`src/rtl/cra_seq_ctrl.sv`:
```
// Multi-cycle add/subtract controller that drives one external 4-bit CRA slice,
// one nibble per clock, LSB first, with the inter-nibble carry held in a register.
module cra_seq_ctrl #(
  parameter int unsigned WIDTH = 16
) (
  input  logic             clk,
  input  logic             rst_n,
  input  logic             start,
  input  logic             sub,
  input  logic [WIDTH-1:0] a,
  input  logic [WIDTH-1:0] b,
  output logic             busy,
  output logic             done,
  output logic [WIDTH-1:0] sum,
  output logic             c_out,
  output logic             ovf,
  output logic [3:0]       cra_x,
  output logic [3:0]       cra_y,
  output logic             cra_cin,
  input  logic [3:0]       cra_s,
  input  logic             cra_cout
);

  localparam int unsigned NSLICE = WIDTH / 4;
  localparam int unsigned IDXW   = (NSLICE > 1) ? $clog2(NSLICE) : 1;
  localparam int unsigned SELW   = (WIDTH > 4) ? $clog2(WIDTH) : 2;

  typedef enum logic [1:0] {
    S_IDLE = 2'd0,
    S_RUN  = 2'd1,
    S_DONE = 2'd2
  } state_e;

  state_e           state_q, state_d;
  logic [WIDTH-1:0] opa_q, opa_d;
  logic [WIDTH-1:0] opb_q, opb_d;
  logic [WIDTH-1:0] acc_q, acc_d;
  logic             carry_q, carry_d;
  logic [IDXW-1:0]  idx_q, idx_d;
  logic [WIDTH-1:0] sum_q, sum_d;
  logic             c_out_q, c_out_d;
  logic             ovf_q, ovf_d;
  logic             done_q, done_d;

  logic [SELW-1:0]  nib_base;
  logic [WIDTH-1:0] result_c;
  logic             last_nib;

  // State and datapath registers
  always_ff @(posedge clk or negedge rst_n) begin
    if (!rst_n) begin
      state_q <= S_IDLE;
      opa_q   <= '0;
      opb_q   <= '0;
      acc_q   <= '0;
      carry_q <= 1'b0;
      idx_q   <= '0;
      sum_q   <= '0;
      c_out_q <= 1'b0;
      ovf_q   <= 1'b0;
      done_q  <= 1'b0;
    end else begin
      state_q <= state_d;
      opa_q   <= opa_d;
      opb_q   <= opb_d;
      acc_q   <= acc_d;
      carry_q <= carry_d;
      idx_q   <= idx_d;
      sum_q   <= sum_d;
      c_out_q <= c_out_d;
      ovf_q   <= ovf_d;
      done_q  <= done_d;
    end
  end

  assign nib_base = SELW'({idx_q, 2'b00});
  assign last_nib = (idx_q == IDXW'(NSLICE - 1));

  // Next-state, nibble sequencing and CRA drive
  always_comb begin
    state_d  = state_q;
    opa_d    = opa_q;
    opb_d    = opb_q;
    acc_d    = acc_q;
    carry_d  = carry_q;
    idx_d    = idx_q;
    sum_d    = sum_q;
    c_out_d  = c_out_q;
    ovf_d    = ovf_q;
    done_d   = 1'b0;
    cra_x    = 4'd0;
    cra_y    = 4'd0;
    cra_cin  = 1'b0;
    result_c = acc_q;

    case (state_q)
      S_IDLE, S_DONE: begin
        if (start) begin
          // Subtraction is a + ~b + 1: invert B and seed the carry with 1
          opa_d   = a;
          opb_d   = sub ? ~b : b;
          carry_d = sub;
          acc_d   = '0;
          idx_d   = '0;
          state_d = S_RUN;
        end else if (state_q == S_DONE) begin
          state_d = S_IDLE;
        end
      end

      S_RUN: begin
        cra_x   = opa_q[nib_base +: 4];
        cra_y   = opb_q[nib_base +: 4];
        cra_cin = carry_q;
        result_c[nib_base +: 4] = cra_s;
        acc_d   = result_c;
        carry_d = cra_cout;
        idx_d   = idx_q + IDXW'(1);
        if (last_nib) begin
          state_d = S_DONE;
          sum_d   = result_c;
          c_out_d = cra_cout;
          ovf_d   = (opa_q[WIDTH-1] == opb_q[WIDTH-1]) &&
                    (result_c[WIDTH-1] != opa_q[WIDTH-1]);
          done_d  = 1'b1;
        end
      end

      default: begin
        state_d = S_IDLE;
      end
    endcase
  end

  assign busy  = (state_q == S_RUN);
  assign done  = done_q;
  assign sum   = sum_q;
  assign c_out = c_out_q;
  assign ovf   = ovf_q;

endmodule

```
`config.mk`:
```
export PLATFORM = sky130hd
export DESIGN_NAME = cra_seq_ctrl
export DESIGN_NICKNAME = d
export VERILOG_FILES = /design/src/rtl/cra_seq_ctrl.sv
export SDC_FILE = /design/constraint.sdc
export NUM_CORES = 1
export LEC_CHECK = 0
export ABC_AREA = 1
export CORE_MARGIN = 8
export CORE_UTILIZATION = 50
export DETAILED_ROUTE_END_ITERATION = 8
export PLACE_DENSITY = 0.9
export SLEW_MARGIN = 20
export SYNTH_ARGS = -nofsm -noshare
export SYNTH_HDL_FRONTEND = slang
export SYNTH_SLANG_ARGS = --single-unit
```
`constraint.sdc`:
```
create_clock -name clk -period 3.29 [get_ports clk]
set_input_delay 0.987 -clock clk [delete_from_list [all_inputs] [get_ports clk]]
set_output_delay 0.987 -clock clk [all_outputs]
set_load 0.01 [all_outputs]
```
==> impl_table.tex <==
% Auto-generated results table
\begin{tabular}{lr}
\hline
Metric & Value \\
\hline
\multicolumn{2}{l}{\textbf{Run status}} \\
\quad Run status & complete, no violations \\
\multicolumn{2}{l}{\textbf{Synth}} \\
\quad Synthesized flop and latch total & 72 \\
\quad Post-synth top flop & sky130\_fd\_sc\_hd\_\_dfrtp\_1 \\
\quad Number of cell instances after yosys synthesis & 395 \\
\quad Synth top cells by count & sky130\_fd\_sc\_hd\_\_nand2\_1, sky130\_fd\_sc\_hd\_\_dfrtp\_1, sky130\_fd\_sc\_hd\_\_o21ai\_0 \\
\quad Compound-gate portion of the synthesized area & 10.5\% \\
\quad Post-Synth XOR/XNOR Area & 4.01\% \\
\quad Post-synth top area share & 51.5\% \\
\quad Fraction of the mapped netlist area in simple logic gates & 19.2\% \\
\quad Mux share & 5.15\% \\
\multicolumn{2}{l}{\textbf{Place}} \\
\quad Pre-CTS WS & 0.482 ns \\
\quad Final HPWL DP & 5920 um \\
\quad Count of input and output buffers & 69 \\
\quad \# placed instances & 548 \\
\multicolumn{2}{l}{\textbf{Floorplan}} \\
\quad Horizontal die dimension & 99.6 um \\
\quad Area enclosed by the die boundary & 9920 um2 \\
\quad I/O pin count & 70 \\
\multicolumn{2}{l}{\textbf{Power and ir drop}} \\
\quad Switching Power & 0.00161 W \\
\quad Power in sequential cells & 0.00152 W \\
\quad Switching share of total power & 39.1\% \\
\quad Part of the power in combinational logic & 45.3\% \\
\multicolumn{2}{l}{\textbf{Global routing}} \\
\quad Antenna violations before repair & 0 \\
\quad Number of global-route vias before repair & 3047 \\
\quad Most utilized layer in the global route result & met2 \\
\quad Global-route wire length before repair & 14100 um \\
\multicolumn{2}{l}{\textbf{Setup path}} \\
\quad Kind of critical path & reg -> out \\
\quad Worst path required time & 2.30 ns \\
\quad Setup slack of the worst register-to-register path & 1.34 ns \\
\multicolumn{2}{l}{\textbf{Hold path}} \\
\quad Cell depth of the worst min-delay path & 2 \\
\multicolumn{2}{l}{\textbf{Clock tree}} \\
\quad Number of clock buffers inserted by TritonCTS & 9 \\
\quad Clock transition at the registers of the reported paths & 0.07 ns \\
\quad Post CTS Setup Buffer Count & 0 \\
\quad Post\_cts resized & 0 \\
\multicolumn{2}{l}{\textbf{Final timing}} \\
\quad Tcrit/Tclk final & 93.5\% \\
\quad Slew @ Worst Pin & 0.691 ns \\
\quad Maximum operating frequency & 0.325 GHz \\
\multicolumn{2}{l}{\textbf{Cells and area}} \\
\quad Fraction of layout instances using a drive strength above 1 & 11.8\% \\
\quad ANT cells & 0 \\
\quad Area added between synthesis and finish & 26.9\% \\
\multicolumn{2}{l}{\textbf{Route}} \\
\quad Avg WL per Cell & 14.8 um \\
\hline
\end{tabular}
[final cells by class]
| class | instances | area share, % |
|---|---|---|
| tap | 96 | 2.71 |
| clock buffer | 11 | 3.41 |
| sequential | 72 | 40.7 |
| clock inverter | 5 | 1.24 |
| timing repair buffer | 76 | 17.0 |
| multi-input combinational | 273 | 32.3 |
| inverter | 31 | 2.62 |
[worst max-delay path, delay by kind of cell (launching register included)]
kind	cells	cell delay [ns]
buffers and inverters	2	0.88
AND-OR/OR-AND	2	0.37
flip-flops	1	0.49
[through the flow]
stage	hold WS [ns]	power, W	cell area, um2	utilization [%]
finish	0.478	0.00411	4440	65.3
global route	0.505	0.00442	4440	65.3
CTS	0.484	0.00413	4430	65.2
detailed placement	0.465	0.00339	4220	62.2
global placement	0.461	0.00329	4220	62.2
floorplan	0.448	0.00267	3500	-
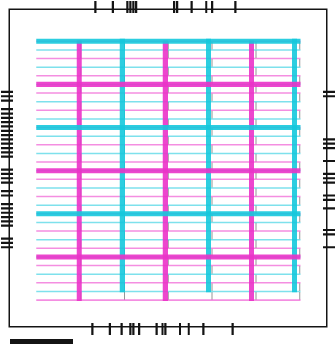
**Above:** floorplan with the power grid.
Bar = 20 um. Pins as bars on the die edge. Tap cells in grey.
VSS: marked magenta. VDD: marked cyan.
6 straps on met4. 31 met1 rails follow the rows. 6 straps on met5. 70 signal pins sit on the boundary.
Placeable Area: 6790 um2
Worst VDD drop: 468 uV
chip height: 99.6 um

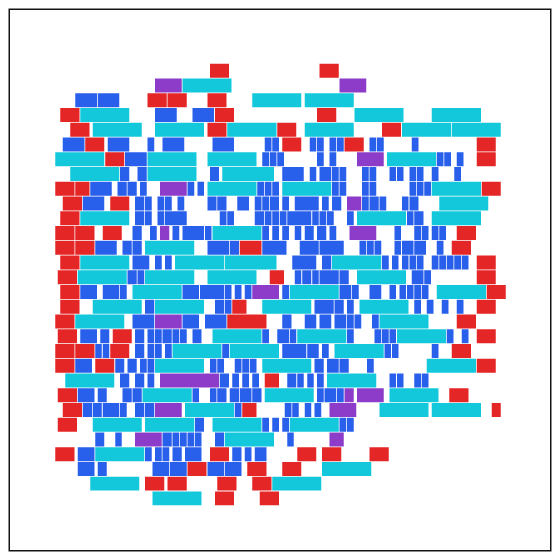
**Above:** placed cells, one colour a class.
all other logic: marked blue, cells 304. other buffers and delay cells: marked red, cells 76. clock drivers and dummy loads: marked purple, cells 16. flip-flops: marked cyan, cells 72.
area of all placed cells without fillers: 4440 um2
row cnt: 30

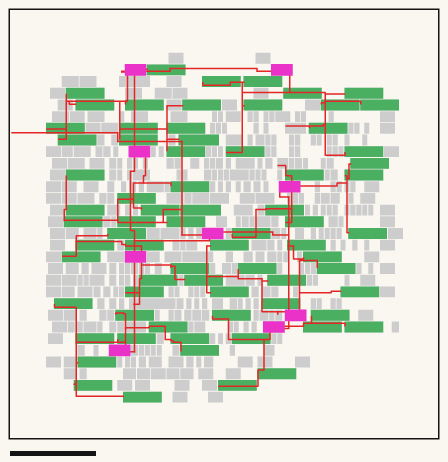
**Above:** clock wires, drivers and flops.
Bar = 20 um.
clock wires: marked red, length 885 um. flip-flops: marked green, count 72. cells driving clock nets: marked magenta, count 9.
There are 10 routed clock nets.
worst setup skew after layout: 0.00724 ns
power of the clock network: 0.000722 W
part of the power in the clock network: 17.6%
later-pin clock latency in the skew report: 0.35 ns

Power figures rest on the tool's default switching activity, not on a simulated workload.
